===== src/rtl/alu_pkg.sv =====
// Shared definitions for the ALU arbiter: opcode encodings, FSM states, default widths.
package alu_pkg;

  localparam int unsigned DATA_W_DEFAULT = 8;
  localparam int unsigned SEL_W_DEFAULT  = 3;

  localparam logic [SEL_W_DEFAULT-1:0] ALU_ADD   = 3'b000;
  localparam logic [SEL_W_DEFAULT-1:0] ALU_SUB   = 3'b001;
  localparam logic [SEL_W_DEFAULT-1:0] ALU_AND   = 3'b010;
  localparam logic [SEL_W_DEFAULT-1:0] ALU_OR    = 3'b011;
  localparam logic [SEL_W_DEFAULT-1:0] ALU_XOR   = 3'b100;
  localparam logic [SEL_W_DEFAULT-1:0] ALU_NOT   = 3'b101;
  localparam logic [SEL_W_DEFAULT-1:0] ALU_PASSB = 3'b110;
  localparam logic [SEL_W_DEFAULT-1:0] ALU_INCB  = 3'b111;

  typedef enum logic [1:0] {
    StIdle = 2'd0,
    StExec = 2'd1,
    StResp = 2'd2
  } state_e;

endpackage


===== src/rtl/rr_arb2.sv =====
// Two-input round-robin grant with a 1-bit priority pointer.
// The pointer moves to the non-granted requester whenever a grant is taken.
module rr_arb2 (
  input  logic       clk,
  input  logic       rst_n,
  input  logic [1:0] req_i,
  input  logic       en_i,
  output logic [1:0] gnt_o
);

  logic ptr_q, ptr_d;

  always_comb begin
    gnt_o = req_i;
    if (req_i == 2'b11) begin
      gnt_o = ptr_q ? 2'b10 : 2'b01;
    end
  end

  always_comb begin
    ptr_d = ptr_q;
    if (en_i && (|req_i)) begin
      ptr_d = gnt_o[0];
    end
  end

  always_ff @(posedge clk or negedge rst_n) begin
    if (!rst_n) begin
      ptr_q <= 1'b0;
    end else begin
      ptr_q <= ptr_d;
    end
  end

endmodule


===== src/rtl/alu_arbiter.sv =====
// Arbitrates two requesters onto one external ALU, one operation in flight at a time.
// IDLE grants and latches, EXEC drives the ALU for one cycle, RESP holds the result.
module alu_arbiter
  import alu_pkg::*;
#(
  parameter int unsigned DATA_W = DATA_W_DEFAULT,
  parameter int unsigned SEL_W  = SEL_W_DEFAULT
) (
  input  logic              clk,
  input  logic              rst_n,
  input  logic              req0_valid,
  output logic              req0_ready,
  input  logic [SEL_W-1:0]  req0_sel,
  input  logic [DATA_W-1:0] req0_a,
  input  logic [DATA_W-1:0] req0_b,
  input  logic              req1_valid,
  output logic              req1_ready,
  input  logic [SEL_W-1:0]  req1_sel,
  input  logic [DATA_W-1:0] req1_a,
  input  logic [DATA_W-1:0] req1_b,
  output logic              rsp_valid,
  input  logic              rsp_ready,
  output logic              rsp_id,
  output logic [DATA_W-1:0] rsp_data,
  output logic              rsp_c,
  output logic              rsp_z,
  output logic              alu_en,
  output logic [SEL_W-1:0]  alu_sel,
  output logic [DATA_W-1:0] alu_a,
  output logic [DATA_W-1:0] alu_b,
  input  logic [DATA_W-1:0] alu_out
);

  state_e            state_q, state_d;
  logic [SEL_W-1:0]  sel_q, sel_d;
  logic [DATA_W-1:0] a_q, a_d, b_q, b_d;
  logic              id_q, id_d;
  logic [DATA_W-1:0] rsp_data_q, rsp_data_d;
  logic              rsp_c_q, rsp_c_d, rsp_z_q, rsp_z_d;
  logic [1:0]        req_valid, gnt;
  logic              accept;
  logic [DATA_W:0]   sum_ext;
  logic              carry;

  assign req_valid = {req1_valid, req0_valid};
  assign accept    = (state_q == StIdle) && (|req_valid);

  rr_arb2 u_rr_arb2 (
    .clk   (clk),
    .rst_n (rst_n),
    .req_i (req_valid),
    .en_i  (accept),
    .gnt_o (gnt)
  );

  // Gated by rst_n so no handshake is offered while reset is held.
  assign req0_ready = rst_n & accept & gnt[0];
  assign req1_ready = rst_n & accept & gnt[1];

  // Flag is derived from the latched operands, not from the ALU result.
  always_comb begin
    carry   = 1'b0;
    sum_ext = {1'b0, a_q} + {1'b0, b_q};
    case (sel_q)
      ALU_ADD:  carry = sum_ext[DATA_W];
      ALU_SUB:  carry = (a_q < b_q);
      ALU_INCB: carry = &b_q;
      default:  carry = 1'b0;
    endcase
  end

  always_comb begin
    state_d    = state_q;
    sel_d      = sel_q;
    a_d        = a_q;
    b_d        = b_q;
    id_d       = id_q;
    rsp_data_d = rsp_data_q;
    rsp_c_d    = rsp_c_q;
    rsp_z_d    = rsp_z_q;
    unique case (state_q)
      StIdle: begin
        if (accept) begin
          state_d = StExec;
          id_d    = gnt[1];
          sel_d   = gnt[1] ? req1_sel : req0_sel;
          a_d     = gnt[1] ? req1_a : req0_a;
          b_d     = gnt[1] ? req1_b : req0_b;
        end
      end
      StExec: begin
        state_d    = StResp;
        rsp_data_d = alu_out;
        rsp_c_d    = carry;
        rsp_z_d    = (alu_out == '0);
      end
      StResp: begin
        if (rsp_ready) begin
          state_d = StIdle;
        end
      end
      default: state_d = StIdle;
    endcase
  end

  always_ff @(posedge clk or negedge rst_n) begin
    if (!rst_n) begin
      state_q    <= StIdle;
      sel_q      <= '0;
      a_q        <= '0;
      b_q        <= '0;
      id_q       <= 1'b0;
      rsp_data_q <= '0;
      rsp_c_q    <= 1'b0;
      rsp_z_q    <= 1'b0;
    end else begin
      state_q    <= state_d;
      sel_q      <= sel_d;
      a_q        <= a_d;
      b_q        <= b_d;
      id_q       <= id_d;
      rsp_data_q <= rsp_data_d;
      rsp_c_q    <= rsp_c_d;
      rsp_z_q    <= rsp_z_d;
    end
  end

  assign alu_en    = (state_q == StExec);
  assign alu_sel   = alu_en ? sel_q : '0;
  assign alu_a     = alu_en ? a_q : '0;
  assign alu_b     = alu_en ? b_q : '0;
  assign rsp_valid = (state_q == StResp);
  assign rsp_id    = id_q;
  assign rsp_data  = rsp_data_q;
  assign rsp_c     = rsp_c_q;
  assign rsp_z     = rsp_z_q;

endmodule


===== config.mk =====
export PLATFORM = sky130hd
export DESIGN_NAME = alu_arbiter
export DESIGN_NICKNAME = d
export VERILOG_FILES = /design/src/rtl/alu_pkg.sv /design/src/rtl/rr_arb2.sv /design/src/rtl/alu_arbiter.sv
export SDC_FILE = /design/constraint.sdc
export NUM_CORES = 1
export LEC_CHECK = 0
export CORE_UTILIZATION = 46
export DETAILED_ROUTE_END_ITERATION = 10
export GPL_TIMING_DRIVEN = 0
export PLACE_DENSITY_LB_ADDON = 0.15
export SLEW_MARGIN = 40
export SYNTH_ARGS = -nofsm -noshare
export SYNTH_HDL_FRONTEND = slang
export SYNTH_HIERARCHICAL = 1
export SYNTH_SLANG_ARGS = --single-unit

===== constraint.sdc =====
create_clock -name clk -period 5.1 [get_ports clk]
set_clock_uncertainty 0.15 [all_clocks]
set_input_delay 1.02 -clock clk [delete_from_list [all_inputs] [get_ports clk]]
set_output_delay 1.02 -clock clk [all_outputs]
set_load 0.02 [all_outputs]

==> out/results.ini, run 1 <==
[synthesis]
ys_chip_area_mm2 = 0.00196
yosys-top-cells-count = dfrtp_1 (33), nor2_1 (30), nand2_1 (26)
async_flop_share_pct = 100
ys_sh_mux_pct = 10.3
syn_avg_cell_area_um2 = 9.11
edf_count = 0
ys_sh_simple_pct = 21.9
top_cell_area_share_pct = 42.2
ys.flops = 33
syn-instance-count = 215
synth_top_cell_by_count = dfrtp_1
logic_family = simple AND/OR/NAND/NOR gates
yosys-top-cells-area = dfrtp_1 (42%), mux2i_1 (9.7%), ha_1 (8.9%)
ys_sh_aoi_pct = 11.4
synth_area_mm2 = 0.00196
yosysTopAreaCell = dfrtp_1
yosys-stat-cells = 215
flop_cell = dfrtp_1
synthAdderAreaFrac_pct = 8.95
synth_cell_types = 37
yosys_warnings = 6

[place]
dp_hpwl_um = 3770
numPortBuffers = 84
place_ws_ps = 966
place_inst = 350
gp_congestion = 0.815

[clocking]
clock-root-buffer = clkbuf_8
cts_tree = done
postCtsSetupRepairBufs = 0
cts.reportedPaths.clkPinSlew_ps = 70
htreeDepth = 2
ctsHoldBuffers = 0

[outcome]
status = completed

[floorplanning]
num_io_pins = 85
rows = 23
die_x_um = 67.2
coreArea_mm2 = 0.00406
core_util_floorplan_pct = 48.3
die_y_um = 67.2

[critical_path]
required_ps = 3930
r2r-start = b_q[5]$_DFFE_PN0P_
end_kind = primary output
cp_data_arrival_time_ps = 2950
reg2reg_depth = 7
rrSetupSlack_ps = 3160
critPathLaunchType = primary input
cp_max_fo = 10
crit_type = in -> out
timing.rr.end = rsp_c$_DFFE_PN0P_

[final_layout]
ff_latch_area_um2 = 826
flops = 33
drive_gt1_share_pct = 8.44
comb-cell-share_pct = 34.2
n_all_inverters = 12
layout_top_cells = clkdlybuf4s50_1 (83), dfrtp_1 (33), nor2_1 (30)
clkCellAreaFrac_pct = 3.88
logic_gate_count = 159
signal_buffers = 96
postLayoutCellArea_mm2 = 0.00300
comb_area_mm2 = 0.00103
largest_class = logic gates
area_growth_pct = 53.2
layout_top_cell_excl_fill_tap = clkdlybuf4s50_1
nets = 372
n_antenna_cell = 0
bufAreaShareNonClock_pct = 30.8
nFillCells = 339

[sta]
worst_slew_pin_slew_ps = 424
finalCritPeriodShare_pct = 80.9
period_minus_slack_ps = 4120
rsz0062_at_grt = no
whs_ps = 325
slew_violations = 0
hold_viol = 0
postLayoutSetupSlackWorst_ps = 975
tns_ps = 0
slew_headroom_pct = 71.7

[grt]
grt_pass1_wl_um = 7930
overflow = 0
grt_busiest_layer = met2
grt_util_all_layers_pct = 24.2
use_met3_pct = 4.22
grt_pass1_vias = 1692
use_met1_pct = 31.1
grt_start_max_net_pins = 23
grt_use_met2_pct = 40.5

[power]
pg_comb_mw = 1.02
power_leader = combinational cells
power_frac_comb_pct = 57.0
power_frac_clock_pct = 14.3
p_per_area_mw_per_mm2 = 595
swShare_pct = 43.1
finalPower_mw = 1.78
p_sw_mw = 0.769
ir_drop_mv = 0.333
pg_seq_mw = 0.512
p_leak_nw = 1.37
p_int_mw = 1.02
pwr-share-seq_pct = 28.7
p_clk_mw = 0.256

[route]
met1_length_um = 2240
dr_wl_met3_um = 261
routed_wl_um = 4940
avgViaCountPerCell = 5.11
top_layer = met4
wire_per_inst_um = 13.8
wl_met2_um = 2390
detail-route-antenna-nets = 0
drc = 0
drt_iter0_drc = 90
vias = 1831
dr.pass1.iters = 6

[worst_hold_path]
hold_path_end = rsp_z$_DFFE_PN0P_
hp-start = rsp_z$_DFFE_PN0P_
holdPathStages = 2
worst_hold_path_type = reg -> reg

[run]
maxCapViolations = 0

-- run 1: registers in the layout, summed over array words and instances, names as in the netlist, 2 cells and up --
register  cells
b_q           8
rsp_data      8
a_q           8
state_q       2
sel_q         3
-- run 1: how the worst max path moves through the flow --
stage | startpoint | endpoint | slack, ps | cells after the start
after floorplan | req1_valid | req1_ready | 2130 | 4
final | req1_valid | req1_ready | 980 | 6
after CTS | req1_valid | req1_ready | 950 | 6
after global placement | rst_n | req0_ready | 340 | 3
after detailed placement | req1_valid | req1_ready | 970 | 6
after global routing | req1_valid | req1_ready | 840 | 6
-- run 1: worst max-delay path: stages --
cell             delay [ps]
clkdlybuf4s50_1         520
a21boi_1                170
clkbuf_2                140
buf_2                   300
and3_1                  210
clkdlybuf4s50_1         600
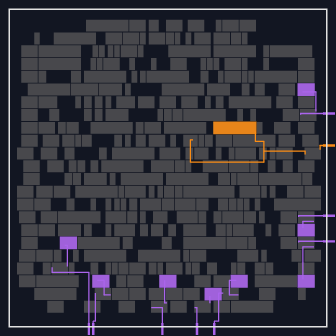
**Above:** run 1 (port wiring).
- req1_a: purple (bits 8; direction input; edge 5 south, 3 east; end cells 8; buffers 8; wire 104 um)
- rsp_c: orange (bits 1; direction output; edge east; end cells 1; buffers 1; wire 40.1 um)

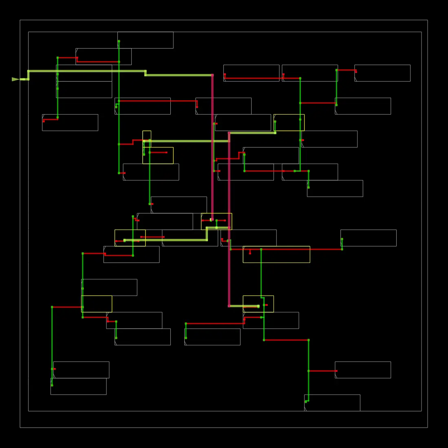
**Above:** run 1 (clock nets).
Worst-Skew Late Latency: 290 ps
layout clock buffer count: 7
Inserted Clock Buffers: 5
CTS Sinks: 33

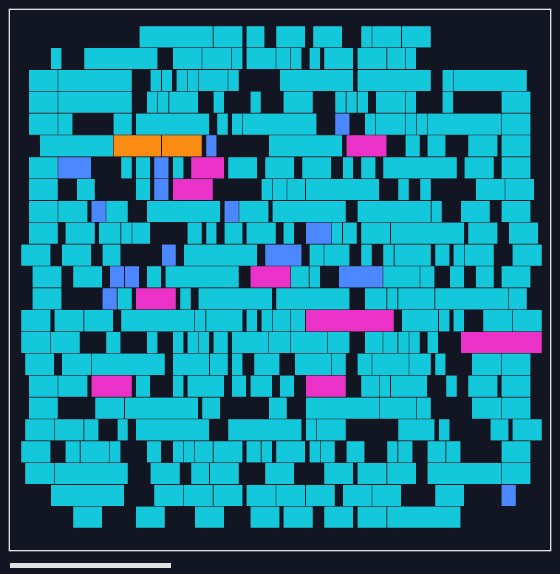
**Above:** run 1 (drive-strength map).
Bar = 20 um.
- x6 and larger: magenta (cells 9; share 2.9%)
- x1 and smaller: cyan (cells 282; share 92%)
- x3 and x4: orange (cells 2; share 0.65%)
- x2: blue (cells 15; share 4.9%)

**Run 1: wiring by layer**

Bar = 20 um.
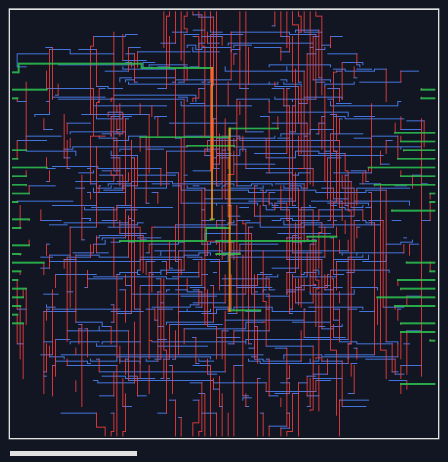

==> inputs of run 2 (changes only) <==
- CORE_UTILIZATION: 46 -> 42
- clock period: 5.1 -> 3.8 ns (I/O delays scaled with it)
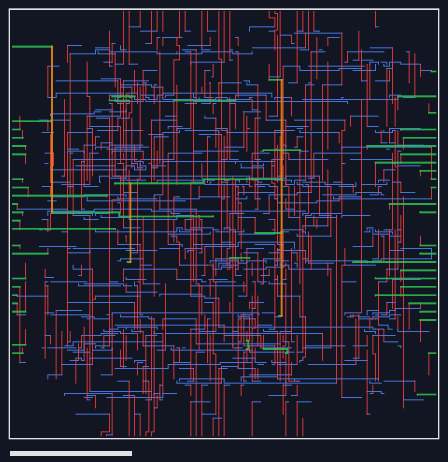
**Above:** run 2 (wiring by layer).
Bar = 20 um.
- M4: orange (wire length 78.9 um)
- M1: blue (wire length 2050 um)
- M3: green (wire length 294 um)
- M2: red (wire length 2420 um)

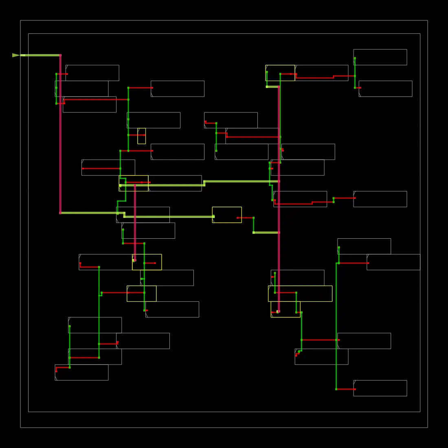
**Above:** run 2 (clock nets).
clock network power: 0.341 mW
flop count: 33

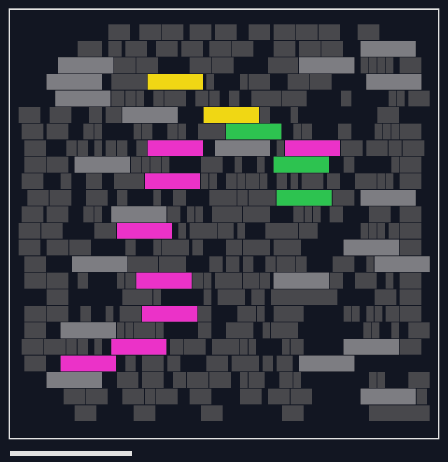
**Above:** run 2 (sequential cells grouped by signal name).
Bar = 20 um. Other sequential cells in the stronger grey, the rest of the logic in the fainter grey.
- sel_q: green (flops 3)
- a_q: magenta (flops 8)
- state_q: yellow (flops 2)

==> out/results.ini, run 2 <==
[outcome]
status = completed

[synthesis]
flop_cell = dfrtp_1
ys.flops = 33
synth_top_cell_by_count = dfrtp_1
ys_sh_simple_pct = 21.9
yosysTopAreaCell = dfrtp_1
synth_seq_share_pct = 42.2
logic_family = simple AND/OR/NAND/NOR gates
ys_sh_mux_pct = 10.3
yosys_warnings = 6
xor_share_pct = 0
synth_area_mm2 = 0.00196
ys_sh_aoi_pct = 11.4
synthAdderAreaFrac_pct = 8.95
synth_cell_types = 37
yosys-top-cells-area = dfrtp_1 (42%), mux2i_1 (9.7%), ha_1 (8.9%)
ys_chip_area_mm2 = 0.00196
syn_avg_cell_area_um2 = 9.11
edf_count = 0
yosys-stat-cells = 215
yosys-top-cells-count = dfrtp_1 (33), nor2_1 (30), nand2_1 (26)
syn-instance-count = 215
async_flop_share_pct = 100
top_cell_area_share_pct = 42.2

[power]
finalPower_mw = 2.38
pwr-share-seq_pct = 29.1
power_frac_clock_pct = 14.3
p_leak_nw = 1.37
pg_comb_mw = 1.34
p_int_mw = 1.37
swShare_pct = 42.6
power_leader = combinational cells
p_per_area_mw_per_mm2 = 792
power_frac_comb_pct = 56.5
pg_seq_mw = 0.693
p_sw_mw = 1.01
ir_drop_mv = 0.390

[clocking]
worst_skew_pair.late_latency_ps = 290
numCtsBuffers = 5
htreeDepth = 2
postCtsSetupRepairBufs = 0
clock-root-buffer = clkbuf_8
clock_sinks = 33
cts_tree = done
cts.reportedPaths.clkPinSlew_ps = 60
cts.repair.resized = 0
ctsHoldBuffers = 0

[final_layout]
ff_latch_area_um2 = 826
finish.utilization_pct = 68.0
layout_top_cells = clkdlybuf4s50_1 (83), dfrtp_1 (33), nor2_1 (30)
drive_gt1_share_pct = 8.44
logic_gate_count = 159
largest_class = logic gates
nFillCells = 373
bufAreaShareNonClock_pct = 30.8
clock_buffer_count = 7
layout_top_cell_excl_fill_tap = clkdlybuf4s50_1
nets = 372
comb-cell-share_pct = 34.2
comb_area_mm2 = 0.00103
n_all_inverters = 12
clkCellAreaFrac_pct = 3.88
signal_buffers = 96
n_antenna_cell = 0
area_growth_pct = 53.4
postLayoutCellArea_mm2 = 0.00300
sh_seq_area_pct = 27.5

[sta]
tns_ps = 0
hold_viol = 0
whs_ps = 270
finalCritPeriodShare_pct = 94.6
setup_viol = 0
slew_headroom_pct = 69.1
postLayoutSetupSlackWorst_ps = 206
period_minus_slack_ps = 3590
worst_slew_pin_slew_ps = 463
slew_violations = 0
rsz0062_at_grt = no

[route]
drc = 0
top_layer = met4
routed_wl_um = 4840
detail-route-antenna-nets = 0
dr.pass1.iters = 4
drt_iter0_drc = 69
wire_per_inst_um = 13.4
wl_met2_um = 2420
avgViaCountPerCell = 5.07
met1_length_um = 2050
vias = 1824
dr_wl_met3_um = 294

[grt]
use_met1_pct = 25.5
grt_pass1_vias = 1775
use_met3_pct = 4.91
grt_use_met2_pct = 36.3
grt_start_max_net_pins = 20
overflow = 0
grt_pass1_wl_um = 8140
grt_util_all_layers_pct = 21.2
grt_busiest_layer = met2
antenna_found_initial = 0

[critical_path]
required_ps = 2890
cp_slowest_stage_delay_ps = 590
setup.worst_path.start = req1_valid
critical_path.endpoint = req1_ready
reg2reg_depth = 7
crit_type = in -> out
crit_buf_inv = 4
crit_family = buffers and inverters
critPathLaunchType = primary input
end_kind = primary output
cp_cell_sequence = clkdlybuf4s50_1 > a21boi_1 > clkbuf_2 > buf_2 > and3_1 > clkdlybuf4s50_1
r2r-start = b_q[5]$_DFFE_PN0P_
rrSetupSlack_ps = 1990
cp_max_fo = 10
critPathMostFrequentCell = clkdlybuf4s50_1
cp.depth = 6
cp_data_arrival_time_ps = 2680
cpMaxStageDelayCell = clkdlybuf4s50_1
timing.rr.end = rsp_c$_DFFE_PN0P_

[worst_hold_path]
worst_hold_path_type = in -> async

[place]
gp_congestion = 0.778
numPortBuffers = 84
place_ws_ps = 182
place_inst = 352
dp_hpwl_um = 3820

[run]
warnings = 33
maxCapViolations = 0

[floorplanning]
nWellTaps = 52
die_y_um = 70.3
dieArea_mm2 = 0.00494
num_io_pins = 85
rows = 24
core_util_floorplan_pct = 44.4
coreArea_mm2 = 0.00441
die_x_um = 70.3

run 2: cell counts after synthesis:
Identical to the previous run, type by type.
run 2: worst min-delay path by stage:
stage	from	to	slack [ps]
floorplan	rst_n	a_q[0]$_DFFE_PN0P_	310
global placement	rsp_data[1]$_DFFE_PN0P_	rsp_data[1]$_DFFE_PN0P_	310
detailed placement	rsp_data[1]$_DFFE_PN0P_	rsp_data[1]$_DFFE_PN0P_	310
CTS	rst_n	rsp_data[5]$_DFFE_PN0P_	280
global route	rst_n	rsp_data[6]$_DFFE_PN0P_	300
finish	rst_n	rsp_data[5]$_DFFE_PN0P_	270
**Run 2: port wiring**

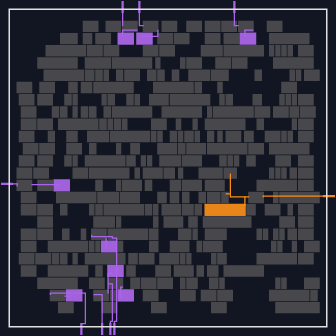

==> inputs of run 3 (changes only) <==
- CORE_MARGIN: unset -> 4
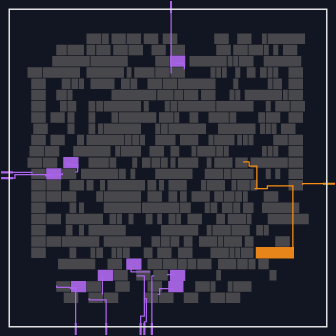
**Above:** run 3 (port wiring).
- rsp_c: orange (bits 1; direction output; edge east; end cells 1; buffers 1; wire 40.3 um)
- req1_a: purple (bits 8; direction input; edge 5 south, 2 west, 1 north; end cells 8; buffers 8; wire 121 um)

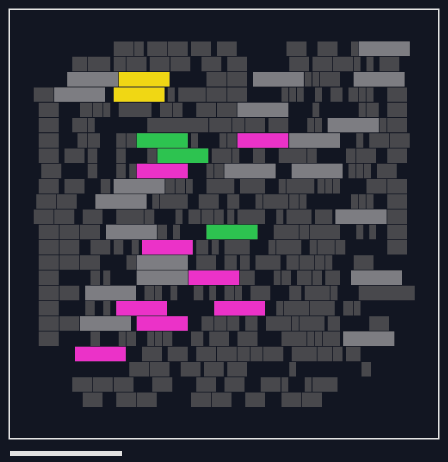
**Above:** run 3 (sequential cells grouped by signal name).
Bar = 20 um. Other sequential cells in the stronger grey, the rest of the logic in the fainter grey.
- sel_q: green (flops 3)
- state_q: yellow (flops 2)
- a_q: magenta (flops 8)
- not coloured: 20

==> out/results.ini, run 3 <==
[critical_path]
r2r-start = b_q[5]$_DFFE_PN0P_
critPathMostFrequentCell = clkdlybuf4s50_1
cp_max_fo = 10
cp.depth = 6
reg2reg_depth = 7
critPathLaunchType = primary input
setup.worst_path.start = req1_valid
cp_data_arrival_time_ps = 2630
critical_path.endpoint = req1_ready
required_ps = 2890
rrSetupSlack_ps = 1950
crit_type = in -> out
crit_buf_inv = 4
timing.rr.end = rsp_c$_DFFE_PN0P_
cpMaxStageDelayCell = clkdlybuf4s50_1
end_kind = primary output

[floorplanning]
num_io_pins = 85
die_y_um = 76.3
coreArea_mm2 = 0.00444
core_util_floorplan_pct = 44.1
rows = 24
nWellTaps = 52

[grt]
grt_use_met2_pct = 30.5
grt_pass1_vias = 1766
use_met1_pct = 23.1
use_met3_pct = 4.73
overflow = 0
grt_start_max_net_pins = 19
antenna_found_initial = 0
grt_util_all_layers_pct = 17.8
grt_busiest_layer = met2

[final_layout]
bufAreaShareNonClock_pct = 30.7
n_antenna_cell = 0
clock_buffer_count = 6
layout_top_cell_excl_fill_tap = clkdlybuf4s50_1
flops = 33
nets = 372
area_growth_pct = 53.5
comb_area_mm2 = 0.00103
ff_latch_area_um2 = 826
largest_class = logic gates
clkCellAreaFrac_pct = 4.00
layout_top_cells = clkdlybuf4s50_1 (83), dfrtp_1 (33), nor2_1 (30)
postLayoutCellArea_mm2 = 0.00301
nFillCells = 386
comb-cell-share_pct = 34.2
drive_gt1_share_pct = 8.77
signal_buffers = 96

[synthesis]
ys.flops = 33
flop_cell = dfrtp_1
logic_family = simple AND/OR/NAND/NOR gates
yosys-top-cells-area = dfrtp_1 (42%), mux2i_1 (9.7%), ha_1 (8.9%)
async_flop_share_pct = 100
syn_avg_cell_area_um2 = 9.11
yosys-stat-cells = 215
synth_cell_types = 37
ys_chip_area_mm2 = 0.00196
edf_count = 0
ys_sh_simple_pct = 21.9
synth_area_mm2 = 0.00196
yosys_warnings = 6
synth_top_cell_by_count = dfrtp_1
ys_sh_aoi_pct = 11.4
syn-instance-count = 215
xor_share_pct = 0
yosys-top-cells-count = dfrtp_1 (33), nor2_1 (30), nand2_1 (26)
synthAdderAreaFrac_pct = 8.95
yosysTopAreaCell = dfrtp_1
ys_sh_mux_pct = 10.3

[run]
warnings = 33
maxCapViolations = 0

[clocking]
clock_sinks = 33
cts.reportedPaths.clkPinSlew_ps = 70
htreeDepth = 2
postCtsSetupRepairBufs = 0
cts.repair.resized = 0
worst_skew_pair.late_latency_ps = 270
numCtsBuffers = 5
ctsHoldBuffers = 0
cts_tree = done

[route]
vias = 1779
routed_wl_um = 5000
avgViaCountPerCell = 4.94
drt_iter0_drc = 52
met1_length_um = 2180
dr_wl_met3_um = 279
wl_met2_um = 2520
drc = 0
top_layer = met4
dr.pass1.iters = 4
detail-route-antenna-nets = 0

[sta]
period_minus_slack_ps = 3540
slew_violations = 0
rsz0062_at_grt = no
slew_headroom_pct = 70.0
whs_ps = 272
tns_ps = 0
worst_slew_pin_slew_ps = 451
setup_viol = 0
finalCritPeriodShare_pct = 93.0
hold_viol = 0

[power]
power_frac_comb_pct = 56.5
p_int_mw = 1.37
swShare_pct = 42.8
power_frac_clock_pct = 14.3
pwr-share-seq_pct = 29.2
p_clk_mw = 0.341
finalPower_mw = 2.39
power_leader = combinational cells

[outcome]
status = completed

[place]
numPortBuffers = 84
place_ws_ps = 243
gp_congestion = 0.754
dp_hpwl_um = 4130

[worst_hold_path]
worst_hold_path_type = in -> async

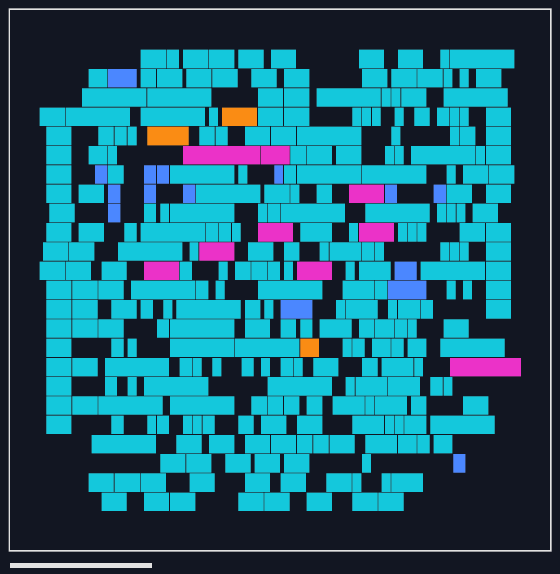
**Above:** run 3 (drive-strength map).
Bar = 20 um.
- x3 and x4: orange (cells 3; share 0.97%)
- x1 and smaller: cyan (cells 281; share 91%)
- x2: blue (cells 15; share 4.9%)
- x6 and larger: magenta (cells 9; share 2.9%)

==> run 3: cell counts after synthesis <==
Identical to the previous run, type by type.
==> run 3: worst register-to-register path, delay by kind of cell, from the launching register on <==
kind / cells / cell delay (ps)
fa+ha+maj: 1 / 330
simple gates: 2 / 320
flops: 1 / 410
buf+inv: 1 / 90
compound gates: 3 / 440
==> run 3: kinds of logic after synthesis <==
logic type	count (synthesis)
flip-flops	33
multiplexers	20
AND-OR/OR-AND	39
buffers and inverters	23
adder cells (fa/ha/maj)	14
AND/OR/NAND/NOR	86
==> run 3: through the flow <==
| stage | util, % | instances |
|---|---|---|
| floorplan | - | 215 |
| global placement | 64.4 | 351 |
| detailed placement | 64.9 | 352 |
| CTS | 67.7 | 360 |
| global route | 67.7 | 360 |
| finish | 67.7 | 360 |
No activity file was given, so power comes from the tool's default toggle rates.
